**config.mk**
```make
export PLATFORM = sky130hd
export DESIGN_NAME = reduce_accum_block
export DESIGN_NICKNAME = d
export VERILOG_FILES = /design/src/rtl/reduce_accum_block.sv
export SDC_FILE = /design/constraint.sdc
export NUM_CORES = 1
export LEC_CHECK = 0
export ABC_AREA = 0
export CORE_MARGIN = 8
export CORE_UTILIZATION = 50
export DETAILED_ROUTE_END_ITERATION = 7
export PLACE_DENSITY = 0.83
export SYNTH_ARGS = -nofsm -noshare
export SYNTH_HDL_FRONTEND = slang
export SYNTH_SLANG_ARGS = --single-unit
```
**constraint.sdc**
```tcl
create_clock -name clk -period 8.5 [get_ports clk]
set_input_delay 0.85 -clock clk [delete_from_list [all_inputs] [get_ports clk]]
set_output_delay 0.85 -clock clk [all_outputs]
set_load 0.02 [all_outputs]
```
**src/rtl/reduce_accum_block.sv**
```systemverilog
`default_nettype none
// ============================================================================
// Module   : reduce_accum_block
// Purpose  : Bitwise OR/AND/XOR reduction across NUM_IN lanes, registered,
//            with an optional sticky accumulate mode and saturating counter.
// Revision : 1.0
// ============================================================================
module reduce_accum_block #(
    parameter int NUM_IN = 4,
    parameter int WIDTH  = 1,
    parameter int CNT_W  = 8
) (
    input  logic                     clk,
    input  logic                     rst,
    input  logic                     in_valid,
    input  logic [NUM_IN*WIDTH-1:0]  in_data,
    input  logic [1:0]               mode,
    input  logic                     acc_en,
    input  logic                     acc_clr,
    output logic                     out_valid,
    output logic [WIDTH-1:0]         out_data,
    output logic                     out_any,
    output logic [CNT_W-1:0]         acc_count
);

    localparam logic [1:0] c_MODE_OR  = 2'b00;
    localparam logic [1:0] c_MODE_AND = 2'b01;
    localparam logic [1:0] c_MODE_XOR = 2'b10;

    logic [WIDTH-1:0] r_data;
    logic             r_valid;
    logic [CNT_W-1:0] r_count;
    logic             r_empty;

    logic [WIDTH-1:0] w_red;
    logic [WIDTH-1:0] w_fold;
    logic             w_count_sat;

    // Reserved encoding 11 falls through to OR.
    function automatic logic [WIDTH-1:0] f_op(
        input logic [1:0]       op,
        input logic [WIDTH-1:0] a,
        input logic [WIDTH-1:0] b
    );
        case (op)
            c_MODE_OR:  f_op = a | b;
            c_MODE_AND: f_op = a & b;
            c_MODE_XOR: f_op = a ^ b;
            default:    f_op = a | b;
        endcase
    endfunction

    always_comb begin
        w_red = in_data[WIDTH-1:0];
        for (int k = 1; k < NUM_IN; k++) begin
            w_red = f_op(mode, w_red, in_data[k*WIDTH +: WIDTH]);
        end
    end

    assign w_fold      = f_op(mode, r_data, w_red);
    assign w_count_sat = &r_count;

    always_ff @(posedge clk) begin
        if (rst) begin
            r_data  <= '0;
            r_valid <= 1'b0;
            r_count <= '0;
            r_empty <= 1'b1;
        end else begin
            // Every accepted sample produces exactly one out_valid pulse.
            r_valid <= in_valid;
            if (!acc_en) begin
                r_count <= '0;
                r_empty <= 1'b1;
                if (in_valid) begin
                    r_data <= w_red;
                end
            end else if (acc_clr) begin
                if (in_valid) begin
                    r_data  <= w_red;
                    r_count <= CNT_W'(1);
                    r_empty <= 1'b0;
                end else begin
                    r_data  <= '0;
                    r_count <= '0;
                    r_empty <= 1'b1;
                end
            end else if (in_valid) begin
                if (r_empty) begin
                    // First sample loads directly so AND accumulation starts correctly.
                    r_data  <= w_red;
                    r_count <= CNT_W'(1);
                    r_empty <= 1'b0;
                end else begin
                    r_data <= w_fold;
                    if (!w_count_sat) begin
                        r_count <= r_count + CNT_W'(1);
                    end
                end
            end
        end
    end

    assign out_valid = r_valid;
    assign out_data  = r_data;
    assign out_any   = |r_data;
    assign acc_count = r_count;

endmodule
`default_nettype wire

```
==> changes_impl.md, run 1 <==
## Flow update

* Outcome: complete, no violations
* Yosys warnings at 0
* R2R depth at 5
* R2r setup slk at 6.94 ns
* Cell variety after synth at 32
* Critical Path Sink Type: flop
* Worst R2R Start: acc_count[0]
* Initial antenna violation count at 0
* Yosys chip area at a little under 800 µm²
* Slew Limit Fails at 0
* Routed wire per std cell at ~13 µm
* Syn nets at approximately 120
* Fin. Hold Viols at 0
* Mapped cell area at 796 µm²
* Routed length on met3 at between 150 and 200 µm
* TNS Setup at 0 ns
* Chip area at about 3100 µm²
* CP arrival at 3.82 ns
* Synth Seq Share at 0.277
* Ys async rst share at 0
* WS Path Type: input port to flop
* CP Launch Type: input port
* N_diodes at 0
* Clk slew on worst S/H paths at ~0.070 ns
* Post-CTS setup buffer count at 0
run 1: where the power goes:
group          internal (mW)  switching [mW]
clock network         0.0182          0.0183
registers             0.0526         0.00112
logic                 0.0144          0.0144
run 1: per-layer routing:
metal  track usage  vias to the layer above
met4        0.0653                        0
met1         0.120                      362
met2         0.200                       27
li1              -                      401
met3        0.0639                        5
met5             0                        -
run 1: critical path: stages:
cell	delay, ns
clkdlybuf4s50_1	0.48
inv_1	0.05
ha_1	0.43
a221oi_1	0.08
a21oi_1	0.19
inv_1	0.07
ha_1	0.26
a221oi_1	0.23
a21oi_1	0.10
inv_1	0.08
ha_1	0.25
a221o_1	0.35
nand4_1	0.10
o2111ai_1	0.11
o21a_1	0.19
run 1: sequential cells by signal, indices dropped and copies added (netlist names):
signal     count
acc_count      8
out_any        1
out_valid      1
r_empty        1
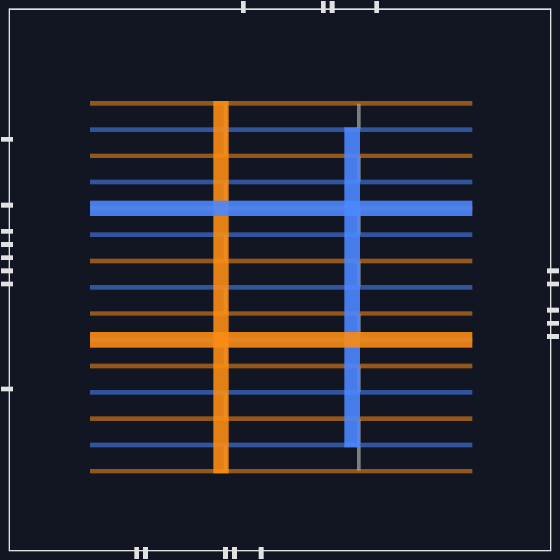
run_1/floorplan.png
Pins as bars on the die edge. Tap cells in gray.
Key: VSS = orange; VDD = blue
2 straps on met4. 16 tap cells.

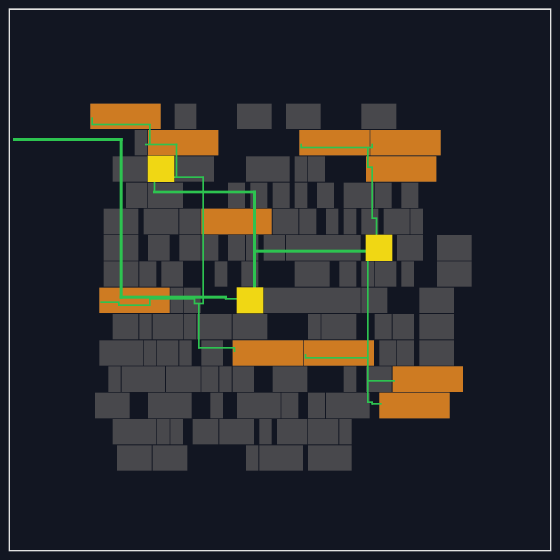
run_1/clock_wires.png
Key: clock wires = green [length 177 µm]; flip-flops = orange [count 11]; clock-net drivers = yellow [count 3]
There are 4 routed clock nets.

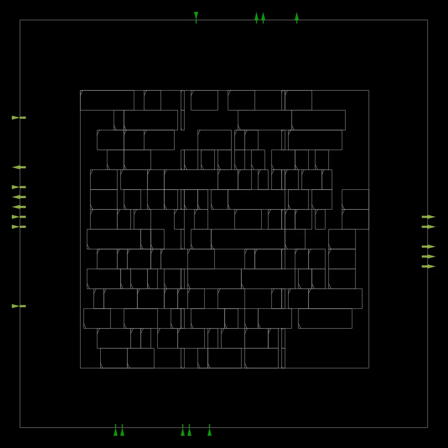
run_1/placed.png
Finished Layout Cells: 135
number of well taps: 16

run_1/m2.png
Scale bar: 20 µm.
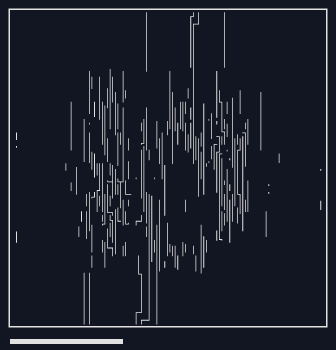

==> run 2, diff against run 1 <==
--- a/config.mk
+++ b/config.mk
@@ -7,9 +7,9 @@
 export LEC_CHECK = 0
 export ABC_AREA = 0
 export CORE_MARGIN = 8
-export CORE_UTILIZATION = 50
+export CORE_UTILIZATION = 46
 export DETAILED_ROUTE_END_ITERATION = 7
-export PLACE_DENSITY = 0.83
+export PLACE_DENSITY = 0.77
 export SYNTH_ARGS = -nofsm -noshare
 export SYNTH_HDL_FRONTEND = slang
 export SYNTH_SLANG_ARGS = --single-unit
==> constraint.sdc (replaced) <==
create_clock -name clk -period 3.43 [get_ports clk]
set_input_delay 0.343 -clock clk [delete_from_list [all_inputs] [get_ports clk]]
set_output_delay 0.343 -clock clk [all_outputs]
set_load 0.02 [all_outputs]
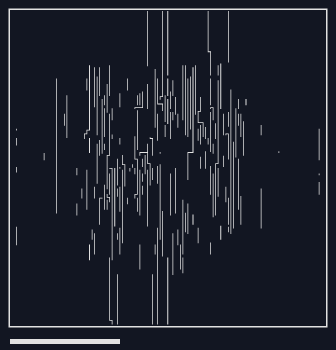
run_2/m2.png
Scale bar: 20 µm.
The layer carries 874 µm of wire. 121 nets have wire on it. The wires run mostly vertical. The layer holds 47% of the routed length. The longest straight run is 26.2 µm.
final WL: 1860 µm
met2 Track Usage GR: 0.212
via count: 781

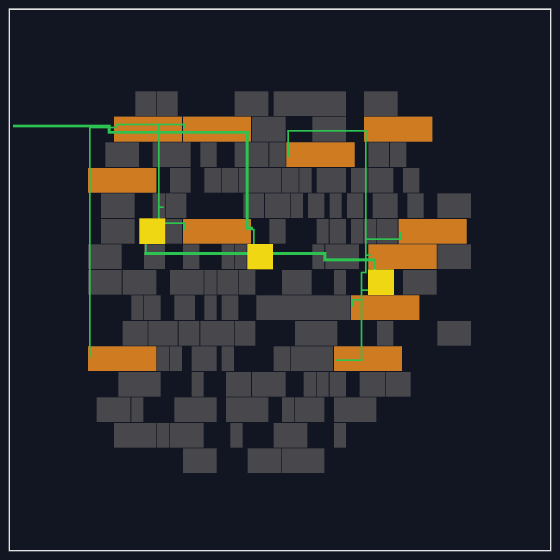
run_2/clock_wires.png
Key: clock-net drivers = yellow [count 3]; clock wires = green [length 166 µm]; flip-flops = orange [count 11]
There are 4 routed clock nets.
Worst Skew: 0.00174 ns
clk_lat worst skew: 0.27 ns

==> run 2 against run 1 <==
Final area increased by 0.84%. Die size rose by 6.2%. Wire length is 4.7% higher. Sequential power rose by 150%. Final cell count up 1.5%. Worst hold slack better by 0.0019 ns. Critical endpoint unchanged.
==> changes_impl.md, run 2 <==
## Flow update

* Outcome: complete, no violations
* Initial antenna violation count at 0
* Yosys chip area at between 700 and 800 µm²
* Max reg flops at 8
* Met3 global-route usage at 0.0448
* Comb. pwr at 0.0739 mW
* Total internal power at 0.212 mW
* Psw at 0.0829 mW
* Power Sequential at 0.133 mW
* TNS Setup at 0 ns
* Routed wire per std cell at around 14 µm
* Part of the power in combinational logic at 0.250
* Commonest flop: dfxtp_1
* Final count of negative-setup-slack endpoints at 0
* CP Launch Type: input port
* Mapped cell area at roughly 800 µm²
* Routed length on met3 at around 100 µm
* Critical Path Stages at 15
* R2r setup slk at around 1.9 ns
* Ys async rst share at 0
* Clock-net power at roughly 0.088 mW
* CP bufs+invs at 4
* Yosys warnings at 0
* N_diodes at 0
* Critical Path Sink Type: flop
* R2R depth at 5
* M1 GR Usage at 0.131
* Global routing's busiest layer: met2
* Sequential share of power at 0.450
* Cell variety after synth at 32
* Peak per-stage delay on the critical path at 0.48 ns
* Clk slew on worst S/H paths at around 0.07 ns
* Syn nets at between 100 and 150
* Chip area at around 3300 µm²
* Largest delay contributor family on the critical path: AND-OR/OR-AND gates
* Fin. Hold Viols at 0
* Slew Limit Fails at 0
* Worst R2R Start: acc_count[0]
* Critical-path cell list: clkdlybuf4s50_1 -> inv_1 -> ha_1 -> a221oi_1 -> a21oi_1 -> inv_1 -> ha_1 -> a221oi_1 -> a21oi_1 -> inv_1 -> ha_1 -> a221o_1 -> nand4_1 -> o2111ai_1 -> o21a_1
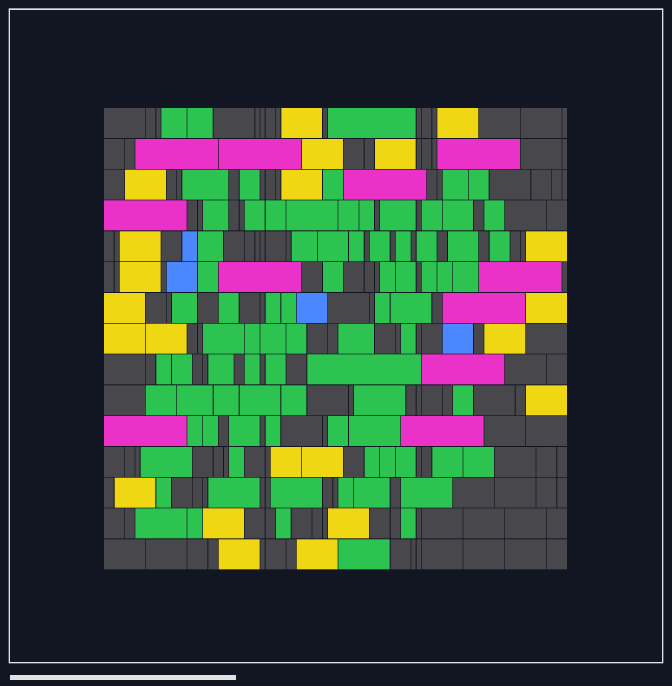
run_2/class_map.png
Scale bar: 20 µm. Fill, decap, tap and diode cells in gray.
Key: remaining buffers and delay cells = yellow [cells 22, share of their area 21%]; remaining logic cells = green [cells 83, share of their area 55%]; registers = magenta [cells 11, share of their area 21%]; clock drivers and dummy loads = blue [cells 4, share of their area 2.6%]

## run 2: netlist changes by cell type in the layout (fill, tap and decap cells not counted), sizes merged
cell / delta
buf: +1
## run 2: metrics by stage
stage	util	setup slack (ns)	hold WS (ns)	area (µm²)	instances
6_report	0.626	0.348	0.500	1050	137
5_1_grt	0.626	0.0817	0.557	1050	137
4_1_cts	0.626	0.310	0.505	1050	137
3_5_place_dp	0.610	0.0211	0.496	1020	133
3_3_place_gp	0.610	0.153	0.483	1020	133
2_1_floorplan	-	0.607	0.415	796	97
## run 2: area by class of cell
cell class | instances | area, µm²
clock buffer | 4 | 26.3
fill | 151 | 624
inverter | 11 | 41.3
multi-input combinational | 72 | 519
sequential | 11 | 220
tap | 17 | 21.3
timing repair buffer | 22 | 218
Power and IR drop assume default switching activity.
